File: config.mk
export PLATFORM = sky130hd
export DESIGN_NAME = uart_core_ext
export DESIGN_NICKNAME = d
export VERILOG_FILES = /design/src/rtl/uart_core_ext.sv
export SDC_FILE = /design/constraint.sdc
export NUM_CORES = 1
export LEC_CHECK = 0
export ABC_AREA = 1
export CORE_UTILIZATION = 60
export DETAILED_ROUTE_END_ITERATION = 10
export GPL_TIMING_DRIVEN = 0
export PLACE_DENSITY = 0.79
export SLEW_MARGIN = 10
export SYNTH_ARGS = -nofsm -noshare
export SYNTH_HDL_FRONTEND = slang
export SYNTH_SLANG_ARGS = --single-unit
File: constraint.sdc
create_clock -name clk -period 3.5 [get_ports clk]
set_input_delay 0.7 -clock clk [delete_from_list [all_inputs] [get_ports clk]]
set_output_delay 0.7 -clock clk [all_outputs]
set_load 0.01 [all_outputs]
File: src/rtl/uart_core_ext.sv
// UART core: programmable baud divisor and frame format, TX/RX FIFOs,
// sticky line-error flags with write-one-to-clear, and a level interrupt.
module uart_core_ext #(
  parameter int FIFO_ADDR_W = 4,
  parameter int DVSR_W      = 11
) (
  input  logic        clk,
  input  logic        reset_n,
  input  logic        cs,
  input  logic        read,
  input  logic        write,
  input  logic [4:0]  reg_addr,
  input  logic [31:0] wr_data,
  output logic [31:0] rd_data,
  output logic        tx,
  input  logic        rx,
  output logic        irq
);
  localparam int DEPTH = 2 ** FIFO_ADDR_W;
  localparam logic [FIFO_ADDR_W:0] PTR_ONE = 1;
  localparam logic [DVSR_W-1:0]    DV_ONE  = 1;

  typedef enum logic [2:0] {S_IDLE, S_START, S_DATA, S_PARITY, S_STOP} state_t;

  logic [18:0]        r_ctrl;
  logic [2:0]         r_err;
  logic [DVSR_W-1:0]  r_tick_cnt;
  logic [7:0]         r_tx_mem [DEPTH];
  logic [7:0]         r_rx_mem [DEPTH];
  logic [FIFO_ADDR_W:0] r_tx_wptr, r_tx_rptr, r_rx_wptr, r_rx_rptr;
  state_t             r_tx_state, w_tx_state_next, r_rx_state, w_rx_state_next;
  logic [4:0]         r_tx_cnt;
  logic [2:0]         r_tx_bitn;
  logic [7:0]         r_tx_shift;
  logic               r_tx_par, r_tx_stop2, r_tx_data8;
  logic [1:0]         r_tx_pmode;
  logic [1:0]         r_rx_sync;
  logic               r_rx_prev, r_rx_perr, r_rx_data8;
  logic [3:0]         r_rx_cnt;
  logic [2:0]         r_rx_bitn;
  logic [7:0]         r_rx_shift;
  logic [1:0]         r_rx_pmode;

  logic w_wr_ctrl, w_wr_status, w_wr_tx, w_tick;
  logic w_tx_empty, w_tx_full, w_tx_push, w_tx_load, w_tx_bit_end, w_tx_stop_end, w_tx_last, w_tx_idle;
  logic w_rx_empty, w_rx_full, w_rx_pop, w_rx_push, w_rx_line, w_rx_fall, w_rx_sample, w_rx_last, w_rx_done;
  logic [7:0] w_tx_head, w_rx_head, w_rx_byte;
  logic [FIFO_ADDR_W:0] w_rx_level;
  logic [2:0] w_err_set;
  logic w_unused;

  assign w_wr_ctrl   = cs && write && (reg_addr == 5'd0);
  assign w_wr_status = cs && write && (reg_addr == 5'd1);
  assign w_wr_tx     = cs && write && (reg_addr == 5'd3);
  assign w_rx_pop    = cs && read  && (reg_addr == 5'd2) && !w_rx_empty;
  assign w_unused    = ^wr_data[31:19];

  always_ff @(posedge clk or negedge reset_n) begin
    if (!reset_n) r_ctrl <= '0;
    else if (w_wr_ctrl) r_ctrl <= wr_data[18:0] & 19'h7BFFF;
  end

  assign w_tick = (r_tick_cnt == r_ctrl[DVSR_W-1:0]);
  always_ff @(posedge clk or negedge reset_n) begin
    if (!reset_n) r_tick_cnt <= '0;
    else if (w_wr_ctrl || w_tick) r_tick_cnt <= '0;
    else r_tick_cnt <= r_tick_cnt + DV_ONE;
  end

  // FIFOs: the extra pointer MSB separates full from empty when indices match
  assign w_tx_empty = (r_tx_wptr == r_tx_rptr);
  assign w_tx_full  = (r_tx_wptr[FIFO_ADDR_W] != r_tx_rptr[FIFO_ADDR_W]) &&
                      (r_tx_wptr[FIFO_ADDR_W-1:0] == r_tx_rptr[FIFO_ADDR_W-1:0]);
  assign w_rx_empty = (r_rx_wptr == r_rx_rptr);
  assign w_rx_full  = (r_rx_wptr[FIFO_ADDR_W] != r_rx_rptr[FIFO_ADDR_W]) &&
                      (r_rx_wptr[FIFO_ADDR_W-1:0] == r_rx_rptr[FIFO_ADDR_W-1:0]);
  assign w_tx_head  = r_tx_mem[r_tx_rptr[FIFO_ADDR_W-1:0]];
  assign w_rx_head  = r_rx_mem[r_rx_rptr[FIFO_ADDR_W-1:0]];
  assign w_rx_level = r_rx_wptr - r_rx_rptr;
  assign w_tx_push  = w_wr_tx && !w_tx_full;

  always_ff @(posedge clk) begin
    if (w_tx_push) r_tx_mem[r_tx_wptr[FIFO_ADDR_W-1:0]] <= wr_data[7:0];
    if (w_rx_push) r_rx_mem[r_rx_wptr[FIFO_ADDR_W-1:0]] <= w_rx_byte;
  end

  always_ff @(posedge clk or negedge reset_n) begin
    if (!reset_n) begin
      r_tx_wptr <= '0; r_tx_rptr <= '0; r_rx_wptr <= '0; r_rx_rptr <= '0;
    end else begin
      if (w_tx_push) r_tx_wptr <= r_tx_wptr + PTR_ONE;
      if (w_tx_load) r_tx_rptr <= r_tx_rptr + PTR_ONE;
      if (w_rx_push) r_rx_wptr <= r_rx_wptr + PTR_ONE;
      if (w_rx_pop)  r_rx_rptr <= r_rx_rptr + PTR_ONE;
    end
  end

  // ---------------- transmitter ----------------
  assign w_tx_bit_end  = w_tick && (r_tx_cnt == 5'd15);
  assign w_tx_stop_end = w_tick && (r_tx_cnt == (r_tx_stop2 ? 5'd31 : 5'd15));
  assign w_tx_last     = (r_tx_bitn == (r_tx_data8 ? 3'd7 : 3'd6));
  assign w_tx_load     = w_tick && !w_tx_empty &&
                         ((r_tx_state == S_IDLE) || ((r_tx_state == S_STOP) && w_tx_stop_end));
  assign w_tx_idle     = w_tx_empty && (r_tx_state == S_IDLE);

  always_ff @(posedge clk or negedge reset_n) begin
    if (!reset_n) r_tx_state <= S_IDLE;
    else r_tx_state <= w_tx_state_next;
  end

  always_comb begin
    w_tx_state_next = r_tx_state;
    case (r_tx_state)
      S_IDLE:   if (w_tx_load) w_tx_state_next = S_START;
      S_START:  if (w_tx_bit_end) w_tx_state_next = S_DATA;
      S_DATA:   if (w_tx_bit_end && w_tx_last)
                  w_tx_state_next = (r_tx_pmode == 2'b01 || r_tx_pmode == 2'b10) ? S_PARITY : S_STOP;
      S_PARITY: if (w_tx_bit_end) w_tx_state_next = S_STOP;
      S_STOP:   if (w_tx_stop_end) w_tx_state_next = w_tx_load ? S_START : S_IDLE;
      default:  w_tx_state_next = S_IDLE;
    endcase
  end

  always_comb begin
    tx = 1'b1;
    case (r_tx_state)
      S_START:  tx = 1'b0;
      S_DATA:   tx = r_tx_shift[0];
      S_PARITY: tx = r_tx_par;
      default:  tx = 1'b1;
    endcase
  end

  // Frame format is captured with the byte so CTRL writes only affect later frames
  always_ff @(posedge clk or negedge reset_n) begin
    if (!reset_n) begin
      r_tx_cnt <= '0; r_tx_bitn <= '0; r_tx_shift <= '0; r_tx_par <= 1'b0;
      r_tx_stop2 <= 1'b0; r_tx_data8 <= 1'b0; r_tx_pmode <= '0;
    end else if (w_tx_load) begin
      r_tx_cnt   <= '0;
      r_tx_bitn  <= '0;
      r_tx_shift <= w_tx_head;
      r_tx_par   <= (^(w_tx_head & {r_ctrl[15], 7'h7F})) ^ (r_ctrl[12:11] == 2'b10);
      r_tx_pmode <= r_ctrl[12:11];
      r_tx_stop2 <= r_ctrl[13];
      r_tx_data8 <= r_ctrl[15];
    end else if (w_tick && r_tx_state != S_IDLE) begin
      r_tx_cnt <= (w_tx_bit_end && r_tx_state != S_STOP) ? 5'd0 : r_tx_cnt + 5'd1;
      if (r_tx_state == S_DATA && w_tx_bit_end) begin
        r_tx_shift <= {1'b0, r_tx_shift[7:1]};
        r_tx_bitn  <= r_tx_bitn + 3'd1;
      end
    end
  end

  // ---------------- receiver ----------------
  assign w_rx_line   = r_ctrl[16] ? tx : r_rx_sync[1];
  assign w_rx_fall   = r_rx_prev && !w_rx_line;
  assign w_rx_sample = w_tick && (r_rx_cnt == 4'd15);
  assign w_rx_last   = (r_rx_bitn == (r_rx_data8 ? 3'd7 : 3'd6));
  assign w_rx_byte   = r_rx_data8 ? r_rx_shift : {1'b0, r_rx_shift[7:1]};

  always_ff @(posedge clk or negedge reset_n) begin
    if (!reset_n) begin
      r_rx_state <= S_IDLE; r_rx_sync <= 2'b11; r_rx_prev <= 1'b1;
    end else begin
      r_rx_state <= w_rx_state_next;
      r_rx_sync  <= {r_rx_sync[0], rx};
      r_rx_prev  <= w_rx_line;
    end
  end

  always_comb begin
    w_rx_state_next = r_rx_state;
    case (r_rx_state)
      S_IDLE:   if (w_rx_fall) w_rx_state_next = S_START;
      S_START:  if (w_tick && r_rx_cnt == 4'd7) w_rx_state_next = w_rx_line ? S_IDLE : S_DATA;
      S_DATA:   if (w_rx_sample && w_rx_last)
                  w_rx_state_next = (r_rx_pmode == 2'b01 || r_rx_pmode == 2'b10) ? S_PARITY : S_STOP;
      S_PARITY: if (w_rx_sample) w_rx_state_next = S_STOP;
      S_STOP:   if (w_rx_sample) w_rx_state_next = S_IDLE;
      default:  w_rx_state_next = S_IDLE;
    endcase
  end

  always_comb begin
    w_rx_done = (r_rx_state == S_STOP) && w_rx_sample;
    w_rx_push = w_rx_done && (!w_rx_full || w_rx_pop);
    w_err_set = {w_rx_done && w_rx_full && !w_rx_pop, w_rx_done && !w_rx_line, w_rx_done && r_rx_perr};
  end

  always_ff @(posedge clk or negedge reset_n) begin
    if (!reset_n) begin
      r_rx_cnt <= '0; r_rx_bitn <= '0; r_rx_shift <= '0; r_rx_perr <= 1'b0;
      r_rx_pmode <= '0; r_rx_data8 <= 1'b0;
    end else if (r_rx_state == S_IDLE) begin
      r_rx_cnt  <= '0;
      r_rx_bitn <= '0;
      r_rx_perr <= 1'b0;
      if (w_rx_fall) begin
        r_rx_pmode <= r_ctrl[12:11];
        r_rx_data8 <= r_ctrl[15];
      end
    end else if (w_tick) begin
      r_rx_cnt <= ((r_rx_state == S_START && r_rx_cnt == 4'd7) || r_rx_cnt == 4'd15) ? 4'd0 : r_rx_cnt + 4'd1;
      if (r_rx_state == S_DATA && r_rx_cnt == 4'd15) begin
        r_rx_shift <= {w_rx_line, r_rx_shift[7:1]};
        r_rx_bitn  <= r_rx_bitn + 3'd1;
      end
      if (r_rx_state == S_PARITY && r_rx_cnt == 4'd15)
        r_rx_perr <= w_rx_line ^ (^w_rx_byte) ^ (r_rx_pmode == 2'b10);
    end
  end

  // A fresh error wins over a simultaneous write-one-to-clear
  always_ff @(posedge clk or negedge reset_n) begin
    if (!reset_n) r_err <= '0;
    else if (w_wr_status) r_err <= (r_err & ~wr_data[2:0]) | w_err_set;
    else r_err <= r_err | w_err_set;
  end

  assign irq = (r_ctrl[17] && !w_rx_empty) || (r_ctrl[18] && (|r_err));

  always_comb begin
    rd_data = '0;
    case (reg_addr)
      5'd0: rd_data[18:0] = r_ctrl;
      5'd1: rd_data[15:0] = {8'(w_rx_level), 2'b00, w_tx_idle, w_tx_full, w_rx_empty, r_err};
      5'd2: if (!w_rx_empty) rd_data[7:0] = w_rx_head;
      default: rd_data = '0;
    endcase
  end
endmodule

### Power grid

Scale bar: 50 um. Pins as bars on the die edge.
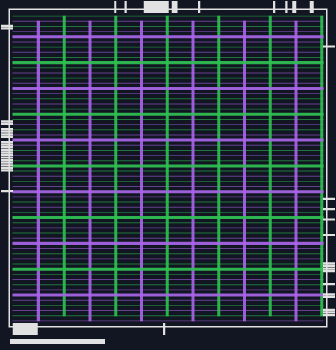
VSS: drawn in purple. VDD: drawn in green.
The core has 59 rows. 77 signal pins sit on the boundary. 11 straps on met5. 12 straps on met4. 60 met1 rails follow the rows.

### Placed cells, one colour a class

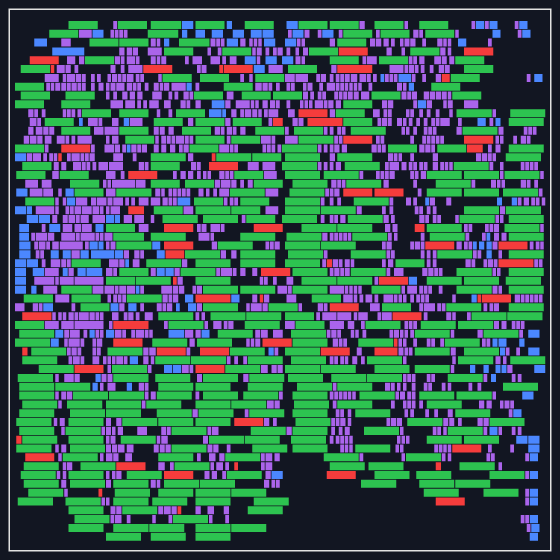
all other logic: drawn in purple, cells 1179, share of their area 31%. other buffers and delay cells: drawn in blue, cells 138, share of their area 5.9%. clock drivers and dummy loads: drawn in red, cells 65, share of their area 6.8%. flops: drawn in green, cells 357, share of their area 56%.

### Clock wires, drivers and flops

Scale bar: 50 um.
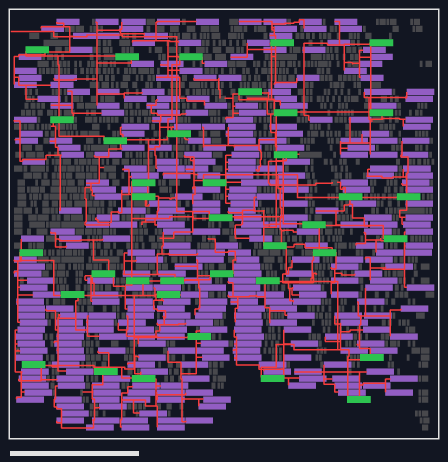
clock wires: drawn in red, length 3930 um. flip-flops: drawn in purple, count 357. cells driving clock nets: drawn in green, count 37.
There are 38 routed clock nets. Position of the flops: widely spread.

### Routed metal, one colour a layer

Scale bar: 50 um.
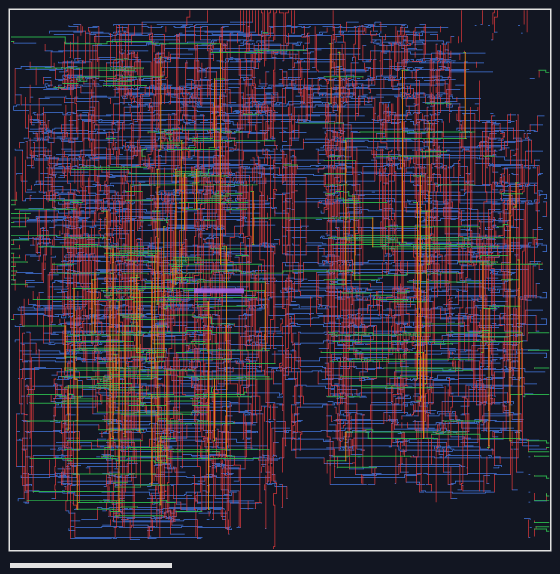
met1: drawn in blue, wire length 16300 um. met3: drawn in green, wire length 3650 um. met5: drawn in purple, wire length 13.8 um. met2: drawn in red, wire length 19000 um. met4: drawn in orange, wire length 1840 um.

==> results.json <==
{
  "status": "finished, violations left",
  "violations": "DRC",
  "power_mw": 10.9,
  "grt_setup_unrepaired": "true",
  "top_layer": "met5",
  "drt_iter0_markers": 1440,
  "post-route-min-period_ps": 3430,
  "timing.setup.tns_ps": 0,
  "met1_usage_pct": 40.1,
  "vias": 11881,
  "synthArstFlopShare_pct": 28.3,
  "chipArea_um2": 27700,
  "cts_root_buf": "clkbuf_16",
  "seq_cells": 357,
  "seq_area_um2": 10200,
  "taps": 335,
  "combGateArea_um2": 5180,
  "ys_ff": 357,
  "synth_seq_share_pct": 63.0,
  "holdWs_ps": 117,
  "min_path_type": "in -> async",
  "rr_worst_depth": 15,
  "cts-resized-gates": 58,
  "path_delay_family": "buffers and inverters",
  "cp-end-kind": "output port",
  "final_cells": 2074,
  "crit_end": "rd_data[3]",
  "bufAreaShareNonClock_pct": 5.79,
  "fin_util_pct": 71.3,
  "setup_slack_ps": 68.4,
  "area_dominant_class": "registers",
  "cts_buffers": 37,
  "synth_stat.cells": 1595,
  "die_x_um": 166,
  "final_common_cell": "nand2_1",
  "top_area_share_pct": 47.4,
  "crit_buf_inv": 4,
  "fp_util_pct": 61.7,
  "top_usage_layer": "met2",
  "warnings": 47,
  "n_fill_cell": 1852,
  "dp_hpwl_mm": 27.0,
  "synth_cell_types": 52,
  "r2r-start": "r_rx_rptr[1]",
  "grtUsageTotal_pct": 30.0,
  "numClockSinks": 357,
  "netlist_instances": 1595,
  "synth.cellmix.compoundShare_pct": 8.28,
  "wl_met2_mm": 19.0,
  "p_clk_share_pct": 37.2,
  "dp.cells": 1995,
  "drc": 5,
  "ys_top_cells_by_area": "edfxtp_1 47%, dfrtp_1 15%, nand2_1 8.2%",
  "overflow": 0,
  "nets": 1778,
  "mux_area_share_pct": 0.486,
  "cts_tree": "yes",
  "fin_crit_sh_pct": 98.0,
  "port_buffers": 48,
  "pwr-share-seq_pct": 45.0,
  "adder_share_pct": 1.74,
  "io_pins": 77,
  "worstMarginPinSlew_ps": 951,
  "slew_viol_final": 0,
  "avgViaCountPerCell": 5.73,
  "wl_met3_mm": 3.65,
  "hold_buffers": 0,
  "pg_comb_mw": 1.94,
  "worst-path-max-fanout": 10,
  "synthFlopType": "edfxtp_1",
  "enable_flop_cells": 256,
  "antenna_found_initial": 1,
  "power.leakage_nw": 8.07,
  "sh_comb_area_pct": 27.6
}
Power is estimated from default activity; no workload was simulated.
